File: src/rtl/tx_pkg.sv
// Shared constants, FSM state type and baud helper for the serial transmitter.
// Latency: n/a (declarations only).
// Backpressure: n/a.
package tx_pkg;

  localparam int DATA_W        = 8;
  localparam int FIFO_DEPTH    = 16;
  localparam int PTR_W         = $clog2(FIFO_DEPTH);
  localparam int TICKS_PER_BIT = 16;

  typedef enum logic [1:0] {
    IDLE,
    START,
    DATA,
    STOP
  } tx_state_t;

  // Terminal count of the baud counter; a divisor of 0 behaves like 1.
  function automatic logic [15:0] baud_period_m1(input logic [15:0] div);
    return (div == 16'd0) ? 16'd0 : div - 16'd1;
  endfunction

endpackage

File: src/rtl/tx_fifo.sv
// Generic synchronous FIFO with registered full flag and wrapping pointers.
// Latency: a push is visible on dout (empty low) the edge after it is written.
// Backpressure: pushes while full are dropped, even if a pop happens that cycle.
module tx_fifo #(
  parameter int WIDTH = 8,
  parameter int DEPTH = 16
) (
  input  logic             clk,
  input  logic             rst,
  input  logic             push,
  input  logic             pop,
  input  logic [WIDTH-1:0] din,
  output logic [WIDTH-1:0] dout,
  output logic             full,
  output logic             empty
);

  localparam int AW = $clog2(DEPTH);
  localparam logic [AW:0] ALMOST_FULL = (AW + 1)'(DEPTH - 1);

  logic [WIDTH-1:0] mem [DEPTH];
  logic [AW-1:0]    wr_ptr;
  logic [AW-1:0]    rd_ptr;
  logic [AW:0]      count;
  logic             do_push;
  logic             do_pop;

  // full is decided before the pop, so a write to a full FIFO never lands
  assign do_push = push & ~full;
  assign do_pop  = pop & ~empty;
  assign empty   = (count == '0);
  assign dout    = mem[rd_ptr];

  // Storage array: written only on an accepted push, never reset
  always_ff @(posedge clk) begin
    if (do_push) mem[wr_ptr] <= din;
  end

  // Pointers, occupancy and the registered full flag
  always_ff @(posedge clk or posedge rst) begin
    if (rst) begin
      wr_ptr <= '0;
      rd_ptr <= '0;
      count  <= '0;
      full   <= 1'b0;
    end else begin
      if (do_push) wr_ptr <= wr_ptr + 1'b1;
      if (do_pop)  rd_ptr <= rd_ptr + 1'b1;
      case ({do_push, do_pop})
        2'b10: begin
          count <= count + 1'b1;
          full  <= (count == ALMOST_FULL);
        end
        2'b01: begin
          count <= count - 1'b1;
          full  <= 1'b0;
        end
        default: ;
      endcase
    end
  end

endmodule

File: src/rtl/transmitter.sv
// 8N1 serial transmitter: FIFO-buffered characters sent LSB-first at 16 ticks/bit.
// Latency: start bit drives tx on the edge after the character is enqueued.
// Backpressure: full is raised at FIFO_DEPTH entries; writes while full are dropped.
module transmitter #(
  parameter int DATA_W     = tx_pkg::DATA_W,
  parameter int FIFO_DEPTH = tx_pkg::FIFO_DEPTH
) (
  input  logic              sclk,
  input  logic              rst,
  input  logic [DATA_W-1:0] D,
  input  logic [15:0]       divisor,
  input  logic              write,
  output logic              full,
  output logic              tx
);

  import tx_pkg::*;

  localparam int BIT_W = (DATA_W > 1) ? $clog2(DATA_W) : 1;
  localparam logic [BIT_W-1:0] LAST_BIT  = BIT_W'(DATA_W - 1);
  localparam logic [3:0]       LAST_TICK = 4'(TICKS_PER_BIT - 1);

  tx_state_t         state;
  logic [DATA_W-1:0] shreg;
  logic [DATA_W-1:0] head;
  logic [BIT_W-1:0]  bit_cnt;
  logic [3:0]        tick_cnt;
  logic [15:0]       baud_cnt;
  logic [15:0]       div_q;
  logic              tick;
  logic              bit_end;
  logic              pop;
  logic              empty;

  tx_fifo #(
    .WIDTH(DATA_W),
    .DEPTH(FIFO_DEPTH)
  ) u_fifo (
    .clk  (sclk),
    .rst  (rst),
    .push (write),
    .pop  (pop),
    .din  (D),
    .dout (head),
    .full (full),
    .empty(empty)
  );

  // Baud tick uses the divisor captured at frame start, so mid-frame changes wait
  assign tick    = (baud_cnt == baud_period_m1(div_q));
  assign bit_end = tick && (tick_cnt == LAST_TICK);
  // A new frame starts from IDLE, or straight out of a finished stop bit
  assign pop     = ~empty && ((state == IDLE) || ((state == STOP) && bit_end));

  // Frame sequencer: baud/tick/bit counters, shift register and registered tx
  always_ff @(posedge sclk or posedge rst) begin
    if (rst) begin
      state    <= IDLE;
      tx       <= 1'b1;
      shreg    <= '0;
      bit_cnt  <= '0;
      tick_cnt <= '0;
      baud_cnt <= '0;
      div_q    <= '0;
    end else if (pop) begin
      state    <= START;
      tx       <= 1'b0;
      shreg    <= head;
      div_q    <= divisor;
      bit_cnt  <= '0;
      tick_cnt <= '0;
      baud_cnt <= '0;
    end else if (state != IDLE) begin
      baud_cnt <= tick ? 16'd0 : baud_cnt + 16'd1;
      if (tick) tick_cnt <= tick_cnt + 4'd1;
      if (bit_end) begin
        case (state)
          START: begin
            state <= DATA;
            tx    <= shreg[0];
            shreg <= shreg >> 1;
          end
          DATA: begin
            if (bit_cnt == LAST_BIT) begin
              state <= STOP;
              tx    <= 1'b1;
            end else begin
              tx      <= shreg[0];
              shreg   <= shreg >> 1;
              bit_cnt <= bit_cnt + 1'b1;
            end
          end
          // Stop bit done and nothing queued: line rests high
          default: begin
            state <= IDLE;
            tx    <= 1'b1;
          end
        endcase
      end
    end
  end

endmodule

File: config.mk
export PLATFORM = sky130hd
export DESIGN_NAME = transmitter
export DESIGN_NICKNAME = d
export VERILOG_FILES = /design/src/rtl/tx_pkg.sv /design/src/rtl/tx_fifo.sv /design/src/rtl/transmitter.sv
export SDC_FILE = /design/constraint.sdc
export NUM_CORES = 1
export LEC_CHECK = 0
export ABC_CLOCK_PERIOD_IN_PS = 6100
export CAP_MARGIN = 10
export CORE_ASPECT_RATIO = 0.9
export CORE_UTILIZATION = 50
export CTS_BUF_LIST = sky130_fd_sc_hd__clkbuf_8
export DETAILED_ROUTE_END_ITERATION = 10
export PLACE_DENSITY = 0.72
export SYNTH_ARGS = -nofsm -noshare
export SYNTH_HDL_FRONTEND = slang
export SYNTH_HIERARCHICAL = 1
export SYNTH_SLANG_ARGS = --single-unit
File: constraint.sdc
create_clock -name sclk -period 6.1 [get_ports sclk]
set_input_delay 0.915 -clock sclk [delete_from_list [all_inputs] [get_ports sclk]]
set_output_delay 0.915 -clock sclk [all_outputs]
set_load 0.005 [all_outputs]
Run 1, pin map:
Scale: 2 px per µm. Pins as bars across the die edge, other pins in gray.
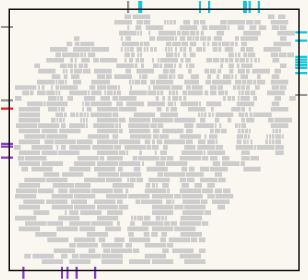
| port | color | pins | direction | edge |
|---|---|---|---|---|
| `divisor` | cyan | 16 | input | 8 top, 8 right |
| `D` | purple | 8 | input | 5 bottom, 3 left |
| `write` | red | 1 | input | left |
all pins by edge: 9 top, 9 right, 6 left, 5 bottom
width of the chip: 144 µm
Port Buf Inserts: 28
die height: 130 µm

Run 1, zoomed window:
Window x 83 to 133, y 72 to 122 µm. Cells in gray, sequential cells in the stronger gray; small squares are vias.
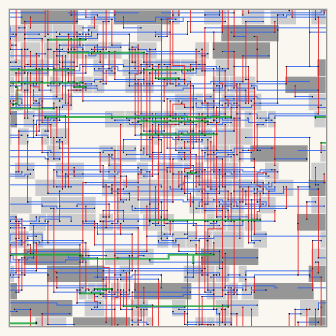
| layer | color |
|---|---|
| M1 | blue |
| M3 | green |
| M2 | red |
cells with their middle in the window: 169
sequential cells in the window: 14
netlist names of flops here include: `div_q` (8), `tick_cnt` (3)
most frequent: dfrtp_1 (12), o21ai_0 (11), nand2_1 (11)

Run 1, clock nets:
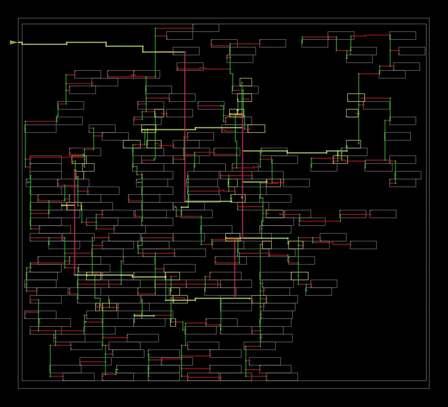
total number of clock tree sinks: 192
Clock buffer cells: 17
later-pin clock latency in the skew report: 0.47 ns
power dissipated in the clock network: 0.000812 W

==> flow_metrics.py, run 1 <==
# Metrics from the implementation run
metrics = {
    "cells_and_area": {
        "final-nonclk-buf-share": 0.0336,
        "area.sequential_um2": 5450,
        "finish.instance_area_um2": 9920,
        "reg_top3": "u_fifo/mem x128, baud_cnt x16, div_q x16",
        "layout_top_cell_excl_fill_tap": "sky130_fd_sc_hd__edfxtp_1",
        "fin_cells": 936,
        "top_area_cell_class": "sequential cells",
        "largest_register_ff_count": 128,
        "seq_cells": 192,
        "n_all_inverters": 21,
        "final.fill_count": 1435,
    },
    "timing": {
        "hold_ws_ns": 0.481,
        "drv_slew": 0,
    },
    "detailed_routing": {
        "drc": 0,
        "avgRoutedWirePerCell_um": 19.2,
        "via_density_per_instance": 5.91,
        "route.top_layer_used": "met4",
    },
    "setup_path": {
        "worstSetupPathDepth": 15,
        "critical_path.top_delay_family": "AND-OR/OR-AND gates",
        "critPathMaxFanout": 7,
        "critPathMostFrequentCell": "sky130_fd_sc_hd__ha_1",
        "cp-end-kind": "flip-flop",
    },
    "grt": {
        "global_route.usage.met3": 0.0418,
        "grt.overflow.total": 0,
        "pin_count_of_the_biggest_net_entering_global_routing": 51,
        "grt.met2_usage": 0.318,
        "grt_pass1_vias": 5321,
        "grt_antenna_before_repair": 0,
        "grt_pass1_wl_um": 28900,
    },
    "floorplan": {
        "io_pins": 29,
        "design.core.area_um2": 17700,
        "design.die.area_um2": 18700,
        "well_tap_count": 240,
    },
    "power_and_ir_drop": {
        "power.combinational.total_w": 0.00139,
        "leakagePower_nw": 3.59,
        "power-top-group": "sequential cells",
        "pwr-share-clk": 0.196,
    },
    "yosys": {
        "yosys.area_share.aoi": 0.0882,
        "yosys.area_share.adder": 0.0270,
        "mux_area_frac": 0.116,
        "syn-mean-instance-area_um2": 13.7,
        "yosys-top-cells-count": "128 x sky130_fd_sc_hd__edfxtp_1, 63 x sky130_fd_sc_hd__dfrtp_1, 42 x sky130_fd_sc_hd__nor2_1, 38 x sky130_fd_sc_hd__nand2_1, 35 x sky130_fd_sc_hd__mux2i_1",
        "synthCells": 663,
        "yosys_warnings": 6,
        "synth-async-reset-ratio": 0.333,
        "post-synth-top-area-cell": "sky130_fd_sc_hd__edfxtp_1",
    },
    "clock_tree": {
        "number_of_buffers_created_by_cts": 17,
        "clock_tree.root_cell": "sky130_fd_sc_hd__clkbuf_8",
        "htreeDepth": 4,
    },
    "worst_hold_path": {
        "min-delay-start": "tx",
        "hold_class": "reg2reg",
    },
    "status": {
        "status": "finished clean",
    },
    "placed_design": {
        "gpl.final_weighted_congestion": 0.905,
    },
}
==> inputs of run 2 (changes only) <==
--- a/config.mk
+++ b/config.mk
@@ -5,13 +5,13 @@
 export SDC_FILE = /design/constraint.sdc
 export NUM_CORES = 1
 export LEC_CHECK = 0
-export ABC_CLOCK_PERIOD_IN_PS = 6100
+export ABC_CLOCK_PERIOD_IN_PS = 3800
 export CAP_MARGIN = 10
 export CORE_ASPECT_RATIO = 0.9
 export CORE_UTILIZATION = 50
 export CTS_BUF_LIST = sky130_fd_sc_hd__clkbuf_8
 export DETAILED_ROUTE_END_ITERATION = 10
-export PLACE_DENSITY = 0.72
+export PLACE_DENSITY = 0.75
 export SYNTH_ARGS = -nofsm -noshare
 export SYNTH_HDL_FRONTEND = slang
 export SYNTH_HIERARCHICAL = 1
==> constraint.sdc (replaced) <==
create_clock -name sclk -period 3.8 [get_ports sclk]
set_input_delay 0.57 -clock sclk [delete_from_list [all_inputs] [get_ports sclk]]
set_output_delay 0.57 -clock sclk [all_outputs]
set_load 0.005 [all_outputs]
Run 2, zoomed window:
Window x 83 to 133, y 72 to 122 µm. Cells in gray, sequential cells in the stronger gray; small squares are vias.
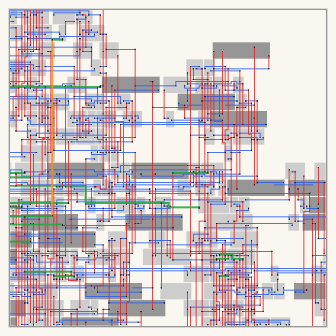
| layer | color |
|---|---|
| M2 | red |
| M3 | green |
| M4 | orange |
| M1 | blue |
netlist names of flops here include: `baud_cnt` (13)
most frequent: nor2_1 (19), dfrtp_1 (14), nand2_1 (13)
cells with their middle in the window: 152
sequential cells in the window: 15

==> run 2 against run 1 <==
Final area grew 4.7%. First-iteration DRC count is 32% higher. Routed wire length increased by 7.7%. Clock power rose by 64%. Critical endpoint unchanged.
==> flow_metrics.py, run 2 <==
# Metrics from the implementation run
metrics = {
    "clock_tree": {
        "htreeDepth": 4,
        "clock_sink_count": 192,
        "path_clk_slew_ns": 0.11,
        "number_of_buffers_created_by_cts": 17,
        "clock_tree.root_cell": "sky130_fd_sc_hd__clkbuf_8",
        "insertion_delay_ns": 0.47,
    },
    "cells_and_area": {
        "final-nonclk-buf-share": 0.0625,
        "nonClockBufferCount": 77,
        "clock_buffers": 17,
        "n_all_inverters": 21,
        "area.sequential_um2": 5450,
        "reg_top3": "u_fifo/mem x128, baud_cnt x16, div_q x16",
        "largest_register_ff_count": 128,
        "finish.instance_area_um2": 10400,
        "final.fill_count": 1401,
        "layout_top_cell_excl_fill_tap": "sky130_fd_sc_hd__edfxtp_1",
        "top_area_cell_class": "sequential cells",
        "fin_cells": 978,
    },
    "setup_path": {
        "master_of_the_slowest_instance_on_the_critical_path": "sky130_fd_sc_hd__or4_1",
        "critPathMaxFanout": 5,
        "critical_path.top_delay_family": "simple AND/OR/NAND/NOR gates",
        "worstRegToRegCells": 15,
        "cp-end-kind": "flip-flop",
        "worstSetupPathDepth": 15,
    },
    "yosys": {
        "post-synth-top-area-cell": "sky130_fd_sc_hd__edfxtp_1",
        "yosys_warnings": 6,
        "yosys.area_share.aoi": 0.0882,
        "top_cell": "sky130_fd_sc_hd__edfxtp_1",
        "synthCells": 663,
        "synth_flop_count": 192,
        "yosys-top-cells-count": "128 x sky130_fd_sc_hd__edfxtp_1, 63 x sky130_fd_sc_hd__dfrtp_1, 42 x sky130_fd_sc_hd__nor2_1, 38 x sky130_fd_sc_hd__nand2_1, 35 x sky130_fd_sc_hd__mux2i_1",
        "synth-async-reset-ratio": 0.333,
        "yosys.area_share.adder": 0.0270,
        "syn-mean-instance-area_um2": 13.7,
        "mux_area_frac": 0.116,
    },
    "power_and_ir_drop": {
        "clock_net_power_w": 0.00133,
        "switching_power_w": 0.00269,
        "power.combinational.total_w": 0.00277,
        "pwr-share-clk": 0.187,
        "power-top-group": "sequential cells",
        "leakagePower_nw": 3.82,
    },
    "detailed_routing": {
        "drc": 0,
        "avgRoutedWirePerCell_um": 19.8,
        "route.top_layer_used": "met4",
    },
    "worst_hold_path": {
        "min-delay-start": "tx",
        "hold_class": "reg2reg",
    },
    "grt": {
        "global_route.usage.met3": 0.0466,
        "grt_pass1_wl_um": 30200,
        "use_met1": 0.307,
        "grt.overflow.total": 0,
        "pin_count_of_the_biggest_net_entering_global_routing": 51,
    },
    "floorplan": {
        "design.core.area_um2": 17700,
        "floorplan.die.height_um": 130,
        "design.die.area_um2": 18700,
        "well_tap_count": 240,
        "dieWidth_um": 144,
    },
    "timing": {
        "hold_ws_ns": 0.485,
        "drv_slew": 0,
    },
    "placed_design": {
        "portBuffers": 28,
        "gpl.final_weighted_congestion": 0.881,
    },
    "status": {
        "status": "finished clean",
    },
}
Power is estimated from default activity; no workload was simulated.
